--- config.mk ---
export PLATFORM = sky130hd
export DESIGN_NAME = photon_rate_meter
export DESIGN_NICKNAME = d
export VERILOG_FILES = /design/src/rtl/photon_rate_meter.sv
export SDC_FILE = /design/constraint.sdc
export NUM_CORES = 1
export LEC_CHECK = 0
export CAP_MARGIN = 20
export CELL_PAD_IN_SITES_DETAIL_PLACEMENT = 1
export CELL_PAD_IN_SITES_GLOBAL_PLACEMENT = 2
export CORE_MARGIN = 2
export CORE_UTILIZATION = 36
export CTS_BUF_LIST = sky130_fd_sc_hd__clkbuf_8
export CTS_CLUSTER_DIAMETER = 40
export CTS_CLUSTER_SIZE = 20
export DETAILED_ROUTE_END_ITERATION = 16
export PLACE_DENSITY_LB_ADDON = 0.1
export SLEW_MARGIN = 20
export SYNTH_ARGS = -nofsm -noshare
export SYNTH_HDL_FRONTEND = slang
export SYNTH_SLANG_ARGS = --single-unit
--- constraint.sdc ---
create_clock -name clk -period 2.9 [get_ports clk]
set_clock_uncertainty 0.15 [all_clocks]
set_input_delay 0.435 -clock clk [delete_from_list [all_inputs] [get_ports clk]]
set_output_delay 0.435 -clock clk [all_outputs]
set_load 0.01 [all_outputs]
--- src/rtl/photon_rate_meter.sv ---
// APD photon front end: synchronises the raw photon input, applies a dead-time lockout and
// counts accepted photons over fixed windows for the downstream protection threshold compare.
module photon_rate_meter #(
    parameter int CNT_W       = 25,
    parameter int WIN_CYCLES  = 8388608,
    parameter int DEADTIME    = 4,
    parameter int SYNC_STAGES = 2
) (
    input  logic             clk,
    input  logic             reset,
    input  logic             photon_in,
    input  logic             enable,
    output logic             photon_pulse,
    output logic [CNT_W-1:0] win_count,
    output logic             win_valid,
    output logic             win_ovf
);

    localparam int TMR_W = (WIN_CYCLES > 1) ? $clog2(WIN_CYCLES) : 1;
    localparam int DT_W  = $clog2(DEADTIME + 2);

    localparam logic [CNT_W-1:0] CNT_MAX  = '1;
    localparam logic [TMR_W-1:0] TMR_LAST = TMR_W'(WIN_CYCLES - 1);
    localparam logic [DT_W-1:0]  DT_LOAD  = DT_W'(DEADTIME);

    typedef enum logic {
        IDLE  = 1'b0,
        COUNT = 1'b1
    } state_t;

    state_t state, state_nxt;

    logic [SYNC_STAGES-1:0] sync;
    logic                   prev;
    logic                   edge_det;
    logic                   accept;
    logic [DT_W-1:0]        dt_cnt;
    logic                   pulse_p1;

    logic [TMR_W-1:0] timer;
    logic [CNT_W-1:0] acc;
    logic             ovf_acc;
    logic [CNT_W-1:0] acc_inc;
    logic             inc_ovf;
    logic             closing;
    logic             run;

    // Saturating increment: returns {hit_max, next_value}.
    function automatic logic [CNT_W:0] sat_inc(input logic [CNT_W-1:0] a, input logic inc);
        if (inc && (a == CNT_MAX)) begin
            return {1'b1, CNT_MAX};
        end
        return {1'b0, a + CNT_W'(inc)};
    endfunction

    // Stage 0: synchroniser and edge history
    always_ff @(posedge clk) begin
        if (reset) begin
            sync <= '0;
            prev <= 1'b0;
        end else begin
            sync <= {sync[SYNC_STAGES-2:0], photon_in};
            prev <= sync[SYNC_STAGES-1];
        end
    end

    assign edge_det = sync[SYNC_STAGES-1] & ~prev;
    assign accept   = edge_det & (dt_cnt == '0);

    // Stage 1: dead-time lockout and registered pulse
    always_ff @(posedge clk) begin
        if (reset) begin
            dt_cnt   <= '0;
            pulse_p1 <= 1'b0;
        end else begin
            pulse_p1 <= accept;
            if (accept) begin
                dt_cnt <= DT_LOAD;
            end else if (dt_cnt != '0) begin
                dt_cnt <= dt_cnt - DT_W'(1);
            end
        end
    end

    // The lockout keeps running while idle; only the visible strobe is gated.
    assign photon_pulse = pulse_p1 & (state == COUNT);

    assign {inc_ovf, acc_inc} = sat_inc(acc, photon_pulse);

    always_ff @(posedge clk) begin
        if (reset) begin
            state <= IDLE;
        end else begin
            state <= state_nxt;
        end
    end

    always_comb begin
        state_nxt = state;
        run       = 1'b0;
        closing   = 1'b0;
        case (state)
            IDLE: begin
                if (enable) begin
                    state_nxt = COUNT;
                end
            end
            COUNT: begin
                if (!enable) begin
                    state_nxt = IDLE;
                end else begin
                    run     = 1'b1;
                    closing = (timer == TMR_LAST);
                end
            end
            default: state_nxt = IDLE;
        endcase
    end

    // Stage 2: window timer, accumulator and published result
    always_ff @(posedge clk) begin
        if (reset) begin
            timer     <= '0;
            acc       <= '0;
            ovf_acc   <= 1'b0;
            win_count <= '0;
            win_ovf   <= 1'b0;
            win_valid <= 1'b0;
        end else begin
            win_valid <= closing;
            if (!run || closing) begin
                timer   <= '0;
                acc     <= '0;
                ovf_acc <= 1'b0;
            end else begin
                timer   <= timer + TMR_W'(1);
                acc     <= acc_inc;
                ovf_acc <= ovf_acc | inc_ovf;
            end
            // A pulse in the terminal cycle still belongs to the closing window.
            if (closing) begin
                win_count <= acc_inc;
                win_ovf   <= ovf_acc | inc_ovf;
            end
        end
    end

endmodule

### Placement density heat map, run 1

Drawn at 3 px/µm. 10 x 10 tiles, from white (low) to dark blue (high), 0 to 100% covered.
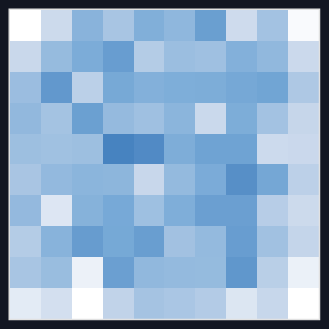
fullest tile: 67%
nearly empty tiles: 3.0%
mean over tiles: 38%
post-route core utilization: 0.4357
Pre-Place Util: 0.3657
CORE AREA: 9639 µm²

### Wiring by layer, run 1

Drawn at 6 px/µm. Two of the layers only.
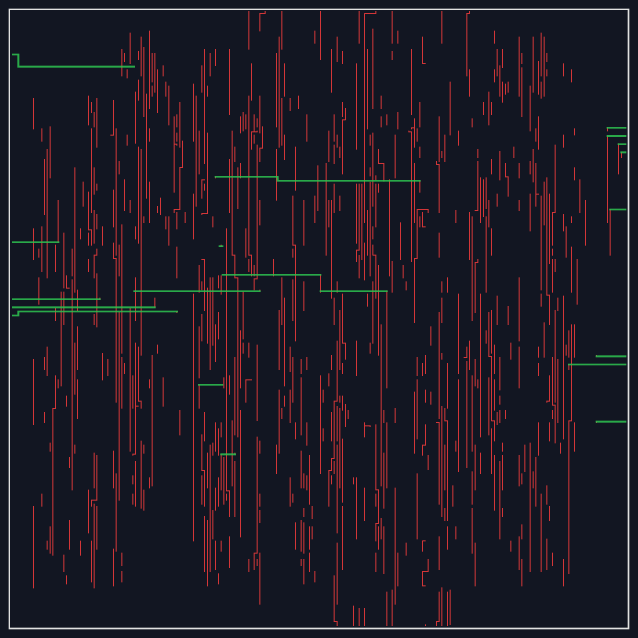
| layer | color | wire length |
|---|---|---|
| M3 | green | 215 µm |
| M2 | red | 3,930 µm |

==> impl_table.tex, run 1 <==
% Generated from flow reports
\begin{tabular}{lr}
\hline
Metric & Value \\
\hline
\multicolumn{2}{l}{\textbf{Critical path}} \\
Class of the most critical setup path & register to register \\
FF-to-FF path depth & 7 \\
Master of the slowest instance on the critical path & or4\_1 \\
Slowest Stage Delay on Critical Path & 710 ps \\
Kind of launch point of the worst setup path & register \\
Number of buffers and inverters on the critical path & 0 \\
Stages on worst setup path & 7 \\
\multicolumn{2}{l}{\textbf{Clock network}} \\
Cell chosen for the clock root & clkbuf\_8 \\
Post-CTS Repair Setup Buffers & 0 \\
Clock network latency to the later pin of the worst-skew pair & 340 ps \\
\multicolumn{2}{l}{\textbf{Finish}} \\
Multi-input combinational area share & 0.4060 \\
Commonest non-fill, non-tap cells in the layout & nor2\_1 (95), dfxtp\_1 (84), clkdlybuf4s50\_1 (31), nand2\_1 (25), xor2\_1 (20) \\
\multicolumn{2}{l}{\textbf{Power and ir drop}} \\
Share of power burned in the clock network & 0.377 \\
Switching pwr & 497.4 µW \\
Overall power & between 2 and 2.5 mW \\
Flop pwr share & 0.565 \\
Power attributed to the clock group & 793 µW \\
Leakage power & 1.409 nW \\
Power share of the combinational group & 0.058 \\
Switching power share of the total & 0.2366 \\
\multicolumn{2}{l}{\textbf{Worst hold path}} \\
Worst min-delay path endpoint & timer[0] \\
Number of cells traversed by the worst hold path & 1 \\
Worst hold start & timer[0] \\
\multicolumn{2}{l}{\textbf{GRT}} \\
Met1 track demand over resource & 0.2120 \\
Pin count of the biggest net entering global routing & 36 \\
\multicolumn{2}{l}{\textbf{Synthesis}} \\
Summed instance area of the synthesized netlist & 3525 µm² \\
Basic Gates by Area & 0.2890 \\
Post-synthesis mux area share & 0.002840 \\
Dominant kind of combinational cell & simple AND/OR/NAND/NOR gates \\
Share of synthesized registers carrying an async set or reset & 0 \\
Ys Warns & 0 \\
Net count after synthesis & 418 \\
Synth Flop Type & dfxtp\_1 \\
Post-synth top area cell & dfxtp\_1 \\
Most frequent cell after synthesis & nor2\_1 \\
\multicolumn{2}{l}{\textbf{Placement}} \\
IO buf count & 31 \\
Area post-placement & 4011 µm² \\
HPWL reported at the end of detailed placement & 5.589 mm \\
\multicolumn{2}{l}{\textbf{STA}} \\
Worst-Margin Slew & between 400 and 500 ps \\
Final slew viol count & 0 \\
Worst Slack Setup Final & roughly 360 ps \\
Relative slew slack & 0.7095 \\
Accumulated negative setup slack & 0 ps \\
RSZ-0062 raised after global routing & no \\
Final worst path period need & 2536 ps \\
\multicolumn{2}{l}{\textbf{Routing}} \\
Number of DRC violations after detailed-routing iteration 0 & 74 \\
Count of vias placed by the detailed router & 2,876 \\
Sum of routed wire length over all layers & 8.089 mm \\
Detailed-routing iteration count for the pre-antenna-repair pass & 4 \\
Detailed-route wire length on metal 1 & around 3.9 mm \\
\multicolumn{2}{l}{\textbf{Die}} \\
Die area & about 11,000 µm² \\
\multicolumn{2}{l}{\textbf{Status}} \\
Result of the run & finished clean \\
\hline
\end{tabular}
### Power grid, run 1

Drawn at 4 px/µm. Pins as bars on the die edge.
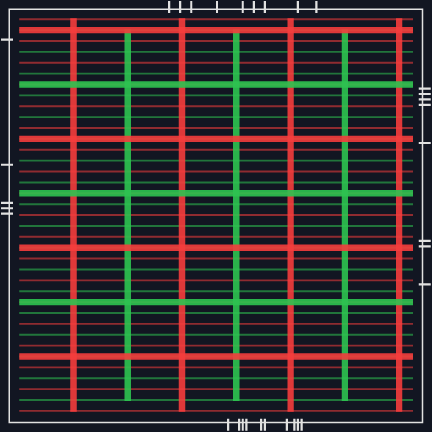
| net | color |
|---|---|
| VSS | red |
| VDD | green |
signal pins: 32
met1 rails: 37

### Track usage over the die, run 1

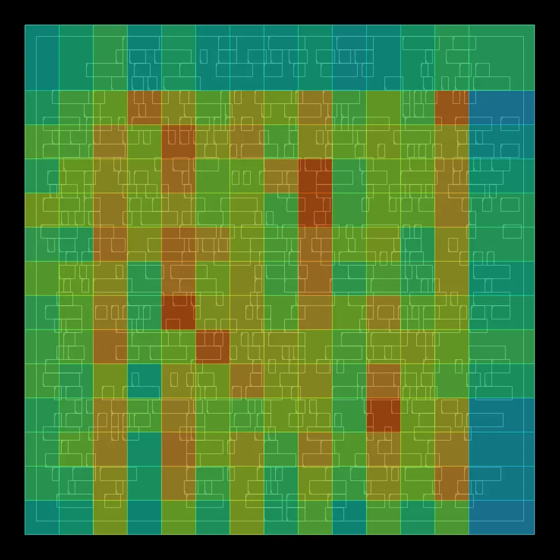

==> inputs of run 2 (changes only) <==
--- a/config.mk
+++ b/config.mk
@@ -5,11 +5,12 @@
 export SDC_FILE = /design/constraint.sdc
 export NUM_CORES = 1
 export LEC_CHECK = 0
+export ABC_AREA = 1
 export CAP_MARGIN = 20
 export CELL_PAD_IN_SITES_DETAIL_PLACEMENT = 1
 export CELL_PAD_IN_SITES_GLOBAL_PLACEMENT = 2
 export CORE_MARGIN = 2
-export CORE_UTILIZATION = 36
+export CORE_UTILIZATION = 34
 export CTS_BUF_LIST = sky130_fd_sc_hd__clkbuf_8
 export CTS_CLUSTER_DIAMETER = 40
 export CTS_CLUSTER_SIZE = 20
### Track usage over the die, run 2

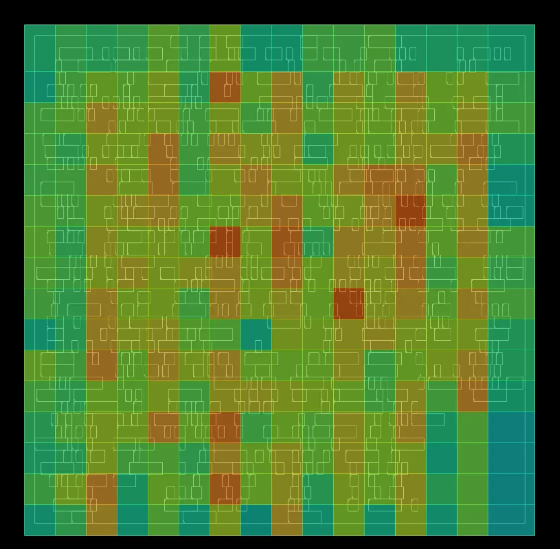
met3 GRT Util: 0.02976
global routing usage on met2: 0.2818
average wire per cell in the routed design: 13.05 µm
gr usage total: 0.1724
post-route core utilization: 0.3979

### Signal wires on met4, run 2

Drawn at 3 px/µm.
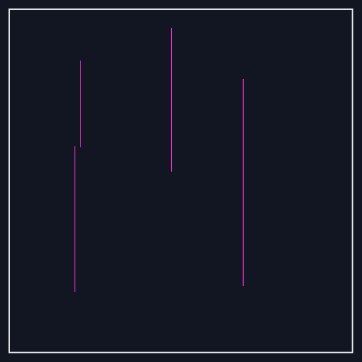
share of all routed wire: 1.9%
main direction: vertical

### Power grid, run 2

Drawn at 4 px/µm. Pins as bars on the die edge.
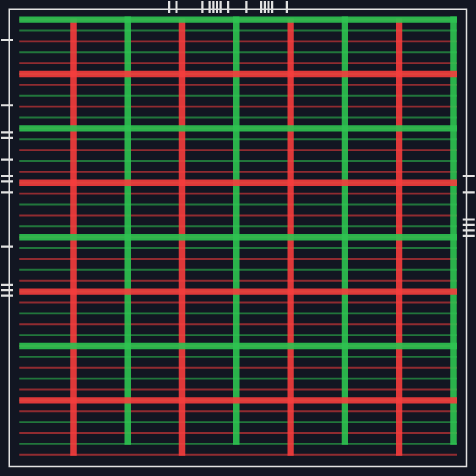
| net | color |
|---|---|
| VDD | green |
| VSS | red |
rows: 40
met5 straps: 8
met4 straps: 8
CORE AREA: 11,910 µm²
peak supply drop: 0.3087 mV

==> impl_table.tex, run 2 <==
% Generated from flow reports
\begin{tabular}{lr}
\hline
Metric & Value \\
\hline
\multicolumn{2}{l}{\textbf{Routing}} \\
Detailed-route wire length on metal 1 & 5.067 mm (was 3.875 mm) \\
Sum of routed wire length over all layers & 10.06 mm (was 8.089 mm) \\
Count of vias placed by the detailed router & 3,592 (was 2,876) \\
Number of DRC violations after detailed-routing iteration 0 & 108 (was 74) \\
Vias/cell & 4.659 (was 4.942) \\
Top layer reached by signal wires & met4 (unchanged) \\
Detailed-routed wire length on met3 & 174 µm (was 215 µm) \\
Detailed-routing iteration count for the pre-antenna-repair pass & 4 (unchanged) \\
Met2 wire length & 4.624 mm (was 3.926 mm) \\
\multicolumn{2}{l}{\textbf{STA}} \\
Worst Slack Setup Final & 676.6 ps (was 364.0 ps) \\
Worst-Margin Slew & 447.9 ps (was 432.5 ps) \\
Final slew viol count & 0 (unchanged) \\
Accumulated negative setup slack & 0 ps (unchanged) \\
Final worst path period need & 2223 ps (was 2536 ps) \\
Relative slew slack & 0.7011 (was 0.7095) \\
RSZ-0062 raised after global routing & no (unchanged) \\
\multicolumn{2}{l}{\textbf{Placement}} \\
IO buf count & 31 (unchanged) \\
Area post-placement & 4523 µm² (was 4011 µm²) \\
Count of placed standard cells including taps & 755 (was 566) \\
HPWL reported at the end of detailed placement & 7.384 mm (was 5.589 mm) \\
\multicolumn{2}{l}{\textbf{Synthesis}} \\
Ys Warns & 0 (unchanged) \\
Post-synthesis mux area share & 0 (was 0.002840) \\
Summed instance area of the synthesized netlist & 4108 µm² (was 3525 µm²) \\
Share of synthesized registers carrying an async set or reset & 0 (unchanged) \\
Dominant kind of combinational cell & simple AND/OR/NAND/NOR gates (unchanged) \\
Post-synth top area cell & dfxtp\_1 (unchanged) \\
Synth Flop Type & dfxtp\_1 (unchanged) \\
Most frequent cell after synthesis & nand2\_1 (was nor2\_1) \\
Net count after synthesis & 597 (was 418) \\
Basic Gates by Area & 0.3972 (was 0.2890) \\
\multicolumn{2}{l}{\textbf{Power and ir drop}} \\
Share of power burned in the clock network & 0.416 (was 0.377) \\
Overall power & 2.271 mW (was 2.102 mW) \\
Leakage power & 2.127 nW (was 1.409 nW) \\
Switching power share of the total & 0.2375 (was 0.2366) \\
Flop pwr share & 0.524 (was 0.565) \\
Power attributed to the clock group & 944 µW (was 793 µW) \\
Power in combinational cells & 138 µW (was 122 µW) \\
Switching pwr & 539.3 µW (was 497.4 µW) \\
Power share of the combinational group & 0.061 (was 0.058) \\
\multicolumn{2}{l}{\textbf{Finish}} \\
Largest registers & acc: 25 flops, win\_count: 25 flops, timer: 23 flops (unchanged) \\
Diodes inserted & 0 (unchanged) \\
Clock buffers & 10 (was 12) \\
Register fraction of the total cell area & 0.3548 (was 0.4004) \\
Multi-input combinational area share & 0.4192 (was 0.4060) \\
Count of plain and timing-repair buffers & 35 (was 43) \\
\#MultiIn Comb & 401 (was 294) \\
Commonest non-fill, non-tap cells in the layout & nand2\_1 (144), nor2\_1 (105), inv\_1 (84), dfxtp\_1 (84), clkdlybuf4s50\_1 (31) (was nor2\_1 (95), dfxtp\_1 (84), clkdlybuf4s50\_1 (31), nand2\_1 (25), xor2\_1 (20)) \\
Finished Layout Cells & 771 (was 582) \\
\multicolumn{2}{l}{\textbf{Critical path}} \\
Kind of launch point of the worst setup path & register (unchanged) \\
Slowest Stage Delay on Critical Path & 340 ps (was 710 ps) \\
Startpoint of the worst setup timing path & state (unchanged) \\
Stages on worst setup path & 12 (was 7) \\
Data required time at the worst endpoint & 3020 ps (was 2970 ps) \\
Setup slack on the worst flop-to-flop path & 680 ps (was 360 ps) \\
Class of the most critical setup path & register to register (unchanged) \\
Master of the slowest instance on the critical path & dfxtp\_1 (was or4\_1) \\
FF-to-FF path depth & 12 (was 7) \\
Number of buffers and inverters on the critical path & 2 (was 0) \\
End point of the critical path & acc[18] (was win\_count[21]) \\
\multicolumn{2}{l}{\textbf{Clock network}} \\
Number of hold-repair buffers added at the cts stage & 0 (unchanged) \\
Cell chosen for the clock root & clkbuf\_8 (unchanged) \\
Clock network latency to the later pin of the worst-skew pair & 370 ps (was 340 ps) \\
Post-CTS Repair Setup Buffers & 0 (unchanged) \\
\multicolumn{2}{l}{\textbf{Worst hold path}} \\
Worst hold start & sync[0] (was timer[0]) \\
Number of cells traversed by the worst hold path & 2 (was 1) \\
Worst min-delay path endpoint & sync[1] (was timer[0]) \\
\multicolumn{2}{l}{\textbf{Die}} \\
Die area & 12,980 µm² (was 10,600 µm²) \\
Pre-Place Util & 0.3449 (was 0.3657) \\
Chip height & 113.9 µm (was 102.9 µm) \\
Die W & 113.9 µm (was 102.9 µm) \\
\multicolumn{2}{l}{\textbf{Job}} \\
Max capacitance violation total & 0 (unchanged) \\
\multicolumn{2}{l}{\textbf{GRT}} \\
Pin count of the biggest net entering global routing & 42 (was 36) \\
Met1 track demand over resource & 0.2261 (was 0.2120) \\
\multicolumn{2}{l}{\textbf{Status}} \\
Result of the run & finished clean (unchanged) \\
\hline
\end{tabular}
No activity file was given, so power comes from the tool's default toggle rates.
